**Zoomed window**

Window x 112 to 137, y 19 to 44 um. Cells in grey, sequential cells in the stronger grey; small squares are vias.
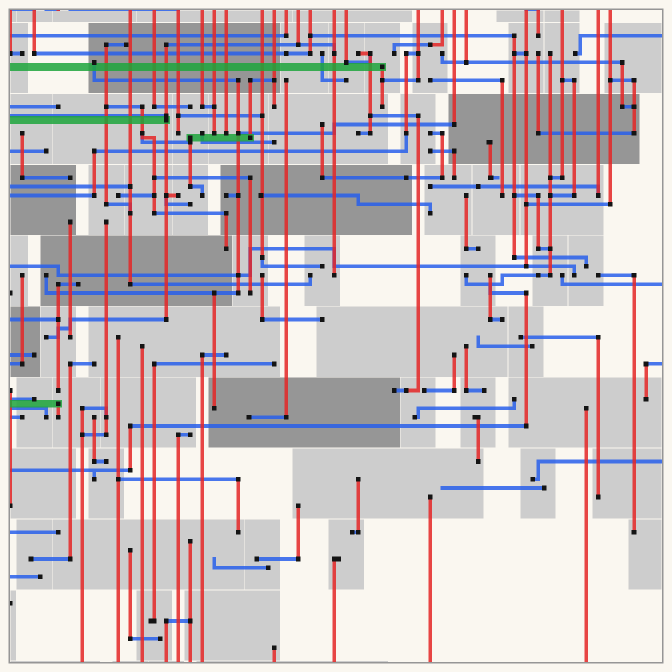
**Track usage over the die**

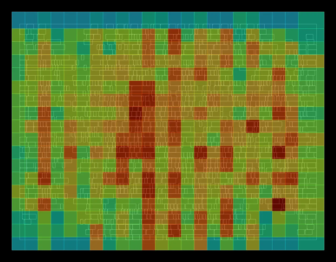
**PDN straps and rails**

Scale bar: 50 um. Pins as bars on the die edge. Tap cells in grey.
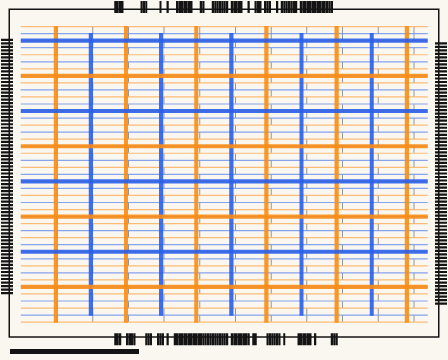
**The metal 4 layer**

Cells faint in the background.
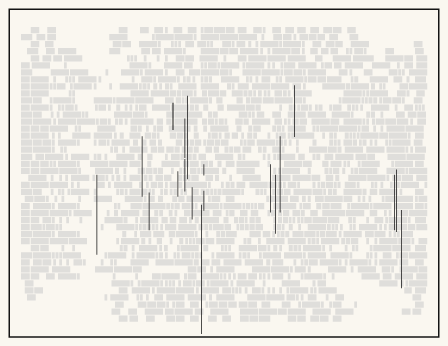
## config.mk

```make
export PLATFORM = sky130hd
export DESIGN_NAME = csa_tree_pipe_flat
export DESIGN_NICKNAME = d
export VERILOG_FILES = /design/src/rtl/csa_tree_pipe_if.sv /design/src/rtl/csa_tree_pipe.sv /design/src/flat_wrapper.sv
export SDC_FILE = /design/constraint.sdc
export NUM_CORES = 1
export LEC_CHECK = 0
export CORE_ASPECT_RATIO = 0.75
export CORE_MARGIN = 4
export CORE_UTILIZATION = 49
export DETAILED_ROUTE_END_ITERATION = 12
export GPL_ROUTABILITY_DRIVEN = 0
export GPL_TIMING_DRIVEN = 0
export PLACE_DENSITY = 0.86
export SYNTH_ARGS = -nofsm -noshare
export SYNTH_HDL_FRONTEND = slang
export SYNTH_SLANG_ARGS = --single-unit
```

## constraint.sdc

```tcl
create_clock -name i_clk -period 3.2 [get_ports i_clk]
set_input_delay 0.64 -clock i_clk [delete_from_list [all_inputs] [get_ports i_clk]]
set_output_delay 0.64 -clock i_clk [all_outputs]
set_load 0.02 [all_outputs]
```

## src/rtl/csa_tree_pipe_if.sv

```systemverilog
// Handshake/data bundle for csa_tree_pipe: operand/tag input channel and result channel.
// slave is the adder's view, master the producer/consumer view.
interface csa_tree_pipe_if #(
  parameter int unsigned WIDTH   = 32,
  parameter int unsigned NUM_OPS = 7,
  parameter int unsigned TAG_W   = 4
);
  logic                     i_valid;
  logic                     o_ready;
  logic [NUM_OPS*WIDTH-1:0] i_ops;
  logic [TAG_W-1:0]         i_tag;
  logic                     o_valid;
  logic                     i_ready;
  logic [WIDTH-1:0]         o_sum;
  logic [TAG_W-1:0]         o_tag;
  logic                     o_busy;

  modport slave (
    input  i_valid, i_ops, i_tag, i_ready,
    output o_ready, o_valid, o_sum, o_tag, o_busy
  );

  modport master (
    output i_valid, i_ops, i_tag, i_ready,
    input  o_ready, o_valid, o_sum, o_tag, o_busy
  );
endinterface

```

## src/rtl/csa_tree_pipe.sv

```systemverilog
// Pipelined NUM_OPS-operand modular adder: 3:2 carry-save tree stage then carry-propagate stage,
// valid/ready with per-stage backpressure. CSA_TREE_PIPE_IN_REG_EN adds an input register stage.
module csa_tree_pipe #(
  parameter int unsigned WIDTH   = 32,
  parameter int unsigned NUM_OPS = 7,
  parameter int unsigned TAG_W   = 4
) (
  input  logic           i_clk,
  input  logic           i_rst,
  csa_tree_pipe_if.slave bus
);

  localparam int unsigned NUM_CSA   = NUM_OPS - 2;
  localparam int unsigned NUM_NODES = NUM_OPS + 2 * NUM_CSA;
  localparam int unsigned OPS_W     = NUM_OPS * WIDTH;

  if (NUM_OPS < 3 || NUM_OPS > 8) begin : g_bad_num_ops
    $error("csa_tree_pipe: NUM_OPS must be in 3..8");
  end
  if (WIDTH < 2) begin : g_bad_width
    $error("csa_tree_pipe: WIDTH must be at least 2");
  end
  if (TAG_W < 1) begin : g_bad_tag_w
    $error("csa_tree_pipe: TAG_W must be at least 1");
  end

  logic               advance_cs;
  logic               advance_cp;

  logic               tree_valid;
  logic [OPS_W-1:0]   tree_ops;
  logic [TAG_W-1:0]   tree_tag;
  logic               in_busy;

  logic [WIDTH-1:0]   node [NUM_NODES];
  logic [WIDTH-1:0]   tree_s;
  logic [WIDTH-1:0]   tree_c;

  logic               cs_valid;
  logic [WIDTH-1:0]   cs_s;
  logic [WIDTH-1:0]   cs_c;
  logic [TAG_W-1:0]   cs_tag;

  logic               cp_valid;
  logic [WIDTH-1:0]   cp_sum;
  logic [TAG_W-1:0]   cp_tag;

  assign advance_cp = !cp_valid || bus.i_ready;
  assign advance_cs = !cs_valid || advance_cp;

`ifdef CSA_TREE_PIPE_IN_REG_EN
  logic               in_valid;
  logic [OPS_W-1:0]   in_ops;
  logic [TAG_W-1:0]   in_tag;
  logic               advance_in;

  assign advance_in = !in_valid || advance_cs;

  // Input register stage; the tree sees registered operands.
  always_ff @(posedge i_clk) begin
    if (i_rst) begin
      in_valid <= 1'b0;
      in_ops   <= '0;
      in_tag   <= '0;
    end else if (advance_in) begin
      in_valid <= bus.i_valid;
      if (bus.i_valid) begin
        in_ops <= bus.i_ops;
        in_tag <= bus.i_tag;
      end
    end
  end

  assign tree_valid  = in_valid;
  assign tree_ops    = in_ops;
  assign tree_tag    = in_tag;
  assign in_busy     = in_valid;
  assign bus.o_ready = advance_in;
`else
  assign tree_valid  = bus.i_valid;
  assign tree_ops    = bus.i_ops;
  assign tree_tag    = bus.i_tag;
  assign in_busy     = 1'b0;
  assign bus.o_ready = advance_cs;
`endif

  // Carry-save tree: compressor j consumes nodes 3j..3j+2 and appends its sum/carry,
  // so operands are reduced layer by layer; the last two nodes are the final S/C pair.
  always_comb begin
    for (int unsigned k = 0; k < NUM_NODES; k++) begin
      node[k] = '0;
    end
    for (int unsigned k = 0; k < NUM_OPS; k++) begin
      node[k] = tree_ops[k*WIDTH +: WIDTH];
    end
    for (int unsigned j = 0; j < NUM_CSA; j++) begin
      node[NUM_OPS + 2*j]     = node[3*j] ^ node[3*j + 1] ^ node[3*j + 2];
      node[NUM_OPS + 2*j + 1] = ((node[3*j] & node[3*j + 1]) |
                                 (node[3*j] & node[3*j + 2]) |
                                 (node[3*j + 1] & node[3*j + 2])) << 1;
    end
    tree_s = node[NUM_NODES - 2];
    tree_c = node[NUM_NODES - 1];
  end

  // CS stage: holds the sum/carry pair.
  always_ff @(posedge i_clk) begin
    if (i_rst) begin
      cs_valid <= 1'b0;
      cs_s     <= '0;
      cs_c     <= '0;
      cs_tag   <= '0;
    end else if (advance_cs) begin
      cs_valid <= tree_valid;
      if (tree_valid) begin
        cs_s   <= tree_s;
        cs_c   <= tree_c;
        cs_tag <= tree_tag;
      end
    end
  end

  // CP stage: resolves S + C; contents hold while the consumer stalls.
  always_ff @(posedge i_clk) begin
    if (i_rst) begin
      cp_valid <= 1'b0;
      cp_sum   <= '0;
      cp_tag   <= '0;
    end else if (advance_cp) begin
      cp_valid <= cs_valid;
      if (cs_valid) begin
        cp_sum <= cs_s + cs_c;
        cp_tag <= cs_tag;
      end
    end
  end

  assign bus.o_valid = cp_valid;
  assign bus.o_sum   = cp_sum;
  assign bus.o_tag   = cp_tag;
  assign bus.o_busy  = in_busy || cs_valid || cp_valid;

endmodule
```

## src/flat_wrapper.sv

```systemverilog
// flat-port wrapper written by rule: the top's interface ports become plain ports
module csa_tree_pipe_flat 
#(
  parameter int unsigned WIDTH   = 32,
  parameter int unsigned NUM_OPS = 7,
  parameter int unsigned TAG_W   = 4
)
  (i_clk, i_rst, bus_i_valid, bus_i_ops, bus_i_tag, bus_i_ready, bus_o_ready, bus_o_valid, bus_o_sum, bus_o_tag, bus_o_busy);
  csa_tree_pipe_if #(.WIDTH(WIDTH), .NUM_OPS(NUM_OPS), .TAG_W(TAG_W)) bus_i ();
  input  logic i_clk;
  input  logic i_rst;
  input wire logic [$bits(bus_i.i_valid)-1:0] bus_i_valid;
  input wire logic [$bits(bus_i.i_ops)-1:0] bus_i_ops;
  input wire logic [$bits(bus_i.i_tag)-1:0] bus_i_tag;
  input wire logic [$bits(bus_i.i_ready)-1:0] bus_i_ready;
  output wire logic [$bits(bus_i.o_ready)-1:0] bus_o_ready;
  output wire logic [$bits(bus_i.o_valid)-1:0] bus_o_valid;
  output wire logic [$bits(bus_i.o_sum)-1:0] bus_o_sum;
  output wire logic [$bits(bus_i.o_tag)-1:0] bus_o_tag;
  output wire logic [$bits(bus_i.o_busy)-1:0] bus_o_busy;
  assign bus_i.i_valid = bus_i_valid;
  assign bus_i.i_ops = bus_i_ops;
  assign bus_i.i_tag = bus_i_tag;
  assign bus_i.i_ready = bus_i_ready;
  assign bus_o_ready = bus_i.o_ready;
  assign bus_o_valid = bus_i.o_valid;
  assign bus_o_sum = bus_i.o_sum;
  assign bus_o_tag = bus_i.o_tag;
  assign bus_o_busy = bus_i.o_busy;
  csa_tree_pipe #(.WIDTH(WIDTH), .NUM_OPS(NUM_OPS), .TAG_W(TAG_W)) u_core (.i_clk(i_clk), .i_rst(i_rst), .bus(bus_i));
endmodule
```

==> results.sh <==
# physical design summary
export IMPL_ys_warnings_count=0
export IMPL_outcome="finished clean"
export IMPL_wl_met1_um=9570
export IMPL_cap_violations=0
export IMPL_yosys_top_cells_area="fa_1 (34%), dfxtp_1 (23%), inv_1 (11%)"
export IMPL_syn_to_final_growth_pct=37.7
export IMPL_clock_sinks=104
export IMPL_swShare_pct=38.9
export IMPL_final_cell_mix="inv_1 (252), clkdlybuf4s50_1 (233), nand2_1 (192), fa_1 (152), dfxtp_1 (104)"
export IMPL_irDropWorstVdd_uv=334
export IMPL_worst_path_most_repeated_cell="fa_1"
export IMPL_met2_usage_pct=40.1
export IMPL_hold_viol=0
export IMPL_fp_util_pct=50.7
export IMPL_synth_top_cell_by_area="fa_1"
export IMPL_die_w_um=165
export IMPL_dp_slack_ns=-0.385
export IMPL_buffer_area_share_pct=23.2
export IMPL_synthDominantCellAreaShare_pct=33.6
export IMPL_avgSynthCellArea_um2=8.56
export IMPL_overflow=0
export IMPL_clock_buffers=10
export IMPL_slew_headroom_pct=54.5
export IMPL_hold_depth=2
export IMPL_seq_area_um2=2080
export IMPL_seqPwrFrac_pct=29.5
export IMPL_num_nonclk_buffers=305
export IMPL_critical_path_max_stage_delay_ns=0.54
export IMPL_drc=0
export IMPL_htreeDepth=3
export IMPL_vias_per_cell=4.97
export IMPL_route_met3_wl_um=1980
export IMPL_endpoint_kind="flop"
export IMPL_yosys_cells=1064
export IMPL_post_cts_buffers=0
export IMPL_drtAntennaViolNets=0
export IMPL_grt_first_pass_wirelength_um=38300
export IMPL_whs_ns=0.452
export IMPL_max_freq_mhz=319
export IMPL_skew_ns=0.00736
export IMPL_post_cts_resized=3
export IMPL_fin_setup_tns_ns=0
export IMPL_holdCritStartpoint="u_core.bus.o_sum[10]$_SDFFE_PP0P_"
export IMPL_io_buffers=269
About 'zoomed window':
metal 3 -> green
metal 2 -> red
metal 1 -> blue
netlist names of flops here include = u_core.cs_s (3), u_core.cs_c (2)
cells with their middle in the window = 49
most frequent = nand2_1 (18), inv_1 (8)
sequential cells in the window = 5

About 'track usage over the die':
global-route usage over all layers: 22.7%
Util after Layout: 69.8%

About 'PDN straps and rails':
VDD -> blue
VSS -> orange
signal pins = 271
tap cells = 242

About 'the metal 4 layer':
main direction = vertical
wire length on this layer = 385 um

